$ cat config.mk
export PLATFORM = sky130hd
export DESIGN_NAME = sig_menu_ctrl_flat
export DESIGN_NICKNAME = d
export VERILOG_FILES = /design/src/rtl/sig_menu_ctrl_if.sv /design/src/rtl/sig_menu_ctrl.sv /design/src/flat_wrapper.sv
export SDC_FILE = /design/constraint.sdc
export NUM_CORES = 1
export LEC_CHECK = 0
export ABC_CLOCK_PERIOD_IN_PS = 2600
export CAP_MARGIN = 20
export CORE_MARGIN = 4
export CORE_UTILIZATION = 60
export CTS_CLUSTER_SIZE = 12
export DETAILED_ROUTE_END_ITERATION = 16
export HOLD_SLACK_MARGIN = 0.12
export PLACE_DENSITY = 0.82
export RECOVER_POWER = 100
export SYNTH_ARGS = -nofsm -noshare
export SYNTH_HDL_FRONTEND = slang
export SYNTH_SLANG_ARGS = --single-unit
$ cat constraint.sdc
create_clock -name clk -period 2.6 [get_ports clk]
set_input_delay 0.52 -clock clk [delete_from_list [all_inputs] [get_ports clk]]
set_output_delay 0.52 -clock clk [all_outputs]
set_load 0.005 [all_outputs]
$ cat src/rtl/sig_menu_ctrl_if.sv
// Front-panel bundle between the button/menu controller and its surroundings:
// raw active-low keys in, committed generator settings and menu status out.
interface sig_menu_ctrl_if;
   logic [3:0] key_in;
   logic [1:0] cnt_sig;
   logic [1:0] cnt_amp;
   logic [1:0] cnt_fre;
   logic [1:0] cnt_phase;
   logic       confirm;
   logic [1:0] sel_field;
   logic       dirty;

   modport master (
      output key_in,
      input  cnt_sig, cnt_amp, cnt_fre, cnt_phase, confirm, sel_field, dirty
   );

   modport slave (
      input  key_in,
      output cnt_sig, cnt_amp, cnt_fre, cnt_phase, confirm, sel_field, dirty
   );
endinterface

$ cat src/rtl/sig_menu_ctrl.sv
// Debounces four front-panel buttons and runs a select/edit/confirm menu whose
// shadow settings are committed to the waveform generator only on confirm.
module sig_menu_ctrl #(
   parameter int DEBOUNCE_CYCLES = 1000000,
   parameter int CNT_W           = 20
) (
   input  logic           clk,
   input  logic           rst,
   sig_menu_ctrl_if.slave bus
);

   localparam logic [CNT_W-1:0] CNT_LAST = CNT_W'(DEBOUNCE_CYCLES - 1);
   localparam logic [CNT_W-1:0] CNT_ONE  = CNT_W'(1);

   localparam logic [0:0] ST_STOP = 1'b0;
   localparam logic [0:0] ST_RUN  = 1'b1;

   logic [3:0]       s1;
   logic [3:0]       s2;
   logic [3:0]       level;
   logic [3:0]       level_d;
   logic [3:0]       press;
   logic [CNT_W-1:0] db_cnt [4];

   logic [3:0][1:0]  shadow;
   logic [3:0][1:0]  committed;
   logic [1:0]       sel_field;
   logic [0:0]       state;
   logic             dirty;

   logic ev_confirm;
   logic ev_select;
   logic ev_inc;
   logic ev_dec;

   // A key level is accepted only after s2 has disagreed with it for
   // DEBOUNCE_CYCLES consecutive cycles; a press is an accepted 1->0 edge.
   always_ff @(posedge clk) begin
      if (rst) begin
         s1      <= '1;
         s2      <= '1;
         level   <= '1;
         level_d <= '1;
         press   <= '0;
         for (int i = 0; i < 4; i++) db_cnt[i] <= '0;
      end else begin
         s1      <= bus.key_in;
         s2      <= s1;
         level_d <= level;
         press   <= level_d & ~level;
         for (int i = 0; i < 4; i++) begin
            if (s2[i] == level[i]) begin
               db_cnt[i] <= '0;
            end else if (db_cnt[i] == CNT_LAST) begin
               level[i]  <= s2[i];
               db_cnt[i] <= '0;
            end else begin
               db_cnt[i] <= db_cnt[i] + CNT_ONE;
            end
         end
      end
   end

   always_comb begin
      ev_confirm = press[3];
      ev_select  = press[0] & ~press[3];
      ev_inc     = press[1] & ~press[3] & ~press[0];
      ev_dec     = press[2] & ~press[3] & ~press[0] & ~press[1];
   end

   // A commit makes committed equal to shadow, so dirty clears on that same
   // edge; every other change shows up in dirty one edge later.
   always_ff @(posedge clk) begin
      if (rst) begin
         state     <= ST_STOP;
         sel_field <= 2'd0;
         shadow    <= {2'd0, 2'd0, 2'd1, 2'd0};
         committed <= {2'd0, 2'd0, 2'd1, 2'd0};
         dirty     <= 1'b0;
      end else begin
         dirty <= (shadow != committed);
         if (ev_confirm) begin
            if (state == ST_STOP) begin
               committed <= shadow;
               state     <= ST_RUN;
               dirty     <= 1'b0;
            end else begin
               state <= ST_STOP;
            end
         end else if (ev_select) begin
            sel_field <= sel_field + 2'd1;
         end else if (ev_inc) begin
            shadow[sel_field] <= shadow[sel_field] + 2'd1;
         end else if (ev_dec) begin
            shadow[sel_field] <= shadow[sel_field] - 2'd1;
         end
      end
   end

   assign bus.cnt_sig   = committed[0];
   assign bus.cnt_amp   = committed[1];
   assign bus.cnt_fre   = committed[2];
   assign bus.cnt_phase = committed[3];
   assign bus.confirm   = (state == ST_RUN);
   assign bus.sel_field = sel_field;
   assign bus.dirty     = dirty;

endmodule

$ cat src/flat_wrapper.sv
// flat-port wrapper written by rule: the top's interface ports become plain ports
module sig_menu_ctrl_flat 
#(
   parameter int DEBOUNCE_CYCLES = 1000000,
   parameter int CNT_W           = 20
)
  (clk, rst, bus_key_in, bus_cnt_sig, bus_cnt_amp, bus_cnt_fre, bus_cnt_phase, bus_confirm, bus_sel_field, bus_dirty);
  sig_menu_ctrl_if bus_i ();
  input  logic clk;
  input  logic rst;
  input wire logic [$bits(bus_i.key_in)-1:0] bus_key_in;
  output wire logic [$bits(bus_i.cnt_sig)-1:0] bus_cnt_sig;
  output wire logic [$bits(bus_i.cnt_amp)-1:0] bus_cnt_amp;
  output wire logic [$bits(bus_i.cnt_fre)-1:0] bus_cnt_fre;
  output wire logic [$bits(bus_i.cnt_phase)-1:0] bus_cnt_phase;
  output wire logic [$bits(bus_i.confirm)-1:0] bus_confirm;
  output wire logic [$bits(bus_i.sel_field)-1:0] bus_sel_field;
  output wire logic [$bits(bus_i.dirty)-1:0] bus_dirty;
  assign bus_i.key_in = bus_key_in;
  assign bus_cnt_sig = bus_i.cnt_sig;
  assign bus_cnt_amp = bus_i.cnt_amp;
  assign bus_cnt_fre = bus_i.cnt_fre;
  assign bus_cnt_phase = bus_i.cnt_phase;
  assign bus_confirm = bus_i.confirm;
  assign bus_sel_field = bus_i.sel_field;
  assign bus_dirty = bus_i.dirty;
  sig_menu_ctrl #(.DEBOUNCE_CYCLES(DEBOUNCE_CYCLES), .CNT_W(CNT_W)) u_core (.clk(clk), .rst(rst), .bus(bus_i));
endmodule
==> CHANGELOG.md <==
## Implementation

- Status: completed
- Data arrival, critical path: 2.72 ns
- Top cells by count, synth: edfxtp_1 (80), nor2_1 (73), nand2_1 (43)
- Register area share after synthesis: approximately 53%
- Most common logic cells in the final layout: edfxtp_1 (80), conb_1 (80), nor2_1 (73)
- Reg area: 0.00320 sq mm
- Filler cell count: between 700 and 800
- Most flop-heavy register: u_core.db_cnt
- Top cells by area: edfxtp_1 (40%), dfxtp_1 (13%), xor2_1 (5.6%)
- Largest net degree at the start of global routing: 31
- Dpl cell area: 0.00657 sq mm
- Dominant kind of cell: registers
- Tightest Pin Transition: approximately 1.3 ns
- Post-DP HPWL: 7.96 mm
- Die Width: 108 microns
- Met3 Wirelength: approximately 540 microns
- Seq/total area: 45.1%
- Met1 Routed Length: 4.97 mm
- Clk buf depth: 2
- Final Util: 73.0%
- FFs w/ async S/R, synth: 0%
- Pre-Repair DR Iteration Count: 7
- Ys Warns: 0
- # DRC: 0
- Vias in the first global route: roughly 4500
- Clk_buf instances: 21
- Layout area overhead: 18.6%
- Multi-In Gates: slightly below 500
- Bufs w/o clock: 22
- R2R depth: 5
- Flip-flop count of the largest register after layout: 80
- GR Overflow Total: 0
- Non-clk invs: 22
- Non-clock buffer share of cell area: 2.80%
- # IOs: 18
- Logic share of the area: 40.8%
- Wire length per cell: between 10 and 15 microns
- Internal reg-to-reg setup slack: 0.14 ns
- Worst reg2reg path startpoint: u_core.db_cnt[0][15]
- Crit path required time: 2.87 ns
- Max Cap Viol: 0
- Final Non-Filler Cells: 824
- DR vias: 4543
- Peak fanout along the critical path: 20
- Design Area, Final: 0.00711 sq mm
- DR WL met2: 6.03 mm
- Hold_buf cts: 0
- Clock skew: roughly 0.0044 ns
- Seq pwr share: 48.6%
- Post-CTS setup buffer count: 0
- Synth cell types: 43
- Place WS: 0.234 ns
- Min Tclk post-route: 2.46 ns
- Ys flops: 120
- Relative slew slack: between 10% and 20%
- # diodes: 0
- Worst r2r dst: u_core.db_cnt[0][12]
- Total power: 4440 uW
- Post-synthesis instance total: 581
- M1 GR Usage: 27.2%
==> power groups by stage <==
stage	clock network (uW)	registers [uW]	logic, uW
detailed placement	0	2190	129
finish	2150	2160	134
CTS	2180	2160	132
floorplan	0	2170	104
global placement	0	2190	125
global route	2270	2160	155
==> logic make-up after synthesis <==
| group | after synthesis | synth area share, % |
|---|---|---|
| AOI/OAI and AO/OA | 73 | 7.10 |
| xor gates and xnor gates | 61 | 9.14 |
| adders and majority gates | 8 | 1.67 |
| buffers and inverters | 45 | 3.03 |
| DFF | 120 | 53.4 |
| muxes | 12 | 2.44 |
| other | 1 | 0.0626 |
| and+or+nand+nor | 261 | 23.1 |
==> worst max-delay path: cells and delay by family (launching register included) <==
family          cells  cell delay [ns]
buf+inv             1             0.29
flops               1             0.43
simple gates        3             1.24
compound gates      1             0.24
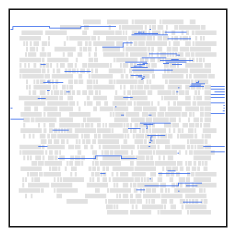
*M3 wires*
Drawn at 2 px/micron.
- longest straight run: 20.0 microns
- wire length on this layer: 545 microns
- share of all routed wire: 4.6%
- main direction: horizontal
- nets with wire on the layer: 51

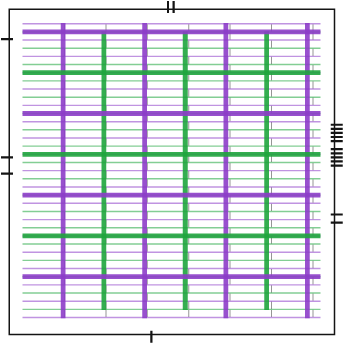
*Floorplan with the power grid*
Drawn at 3 px/micron. Pins as bars on the die edge. Tap cells in gray.
- VSS: purple
- VDD: green
- signal pins: 18
- met5 straps: 7

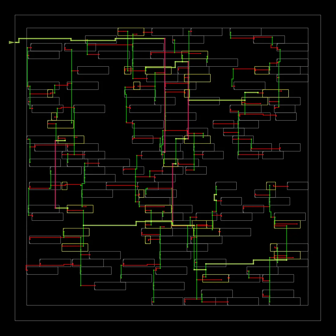
*Clock nets*
power in the clock group: 2150 uW
clock sink total: 120
CTS Buf Count: 17
seq_cells: 120

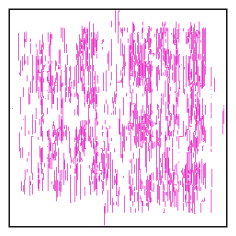
*Signal wires on met2*
Drawn at 2 px/micron.
- nets with wire on the layer: 593
- main direction: vertical
- wire length on this layer: 6040 microns
- share of all routed wire: 51%

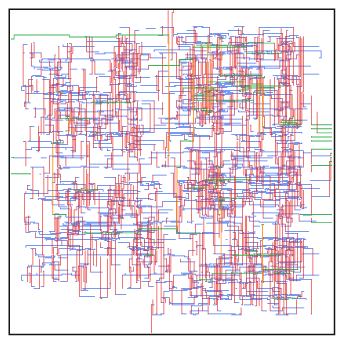
*Wiring by layer*
Drawn at 3 px/micron.
- met4: orange (wire length 260 microns)
- met1: blue (wire length 4970 microns)
- met3: green (wire length 545 microns)
- met2: red (wire length 6040 microns)

Power and IR drop assume default switching activity.
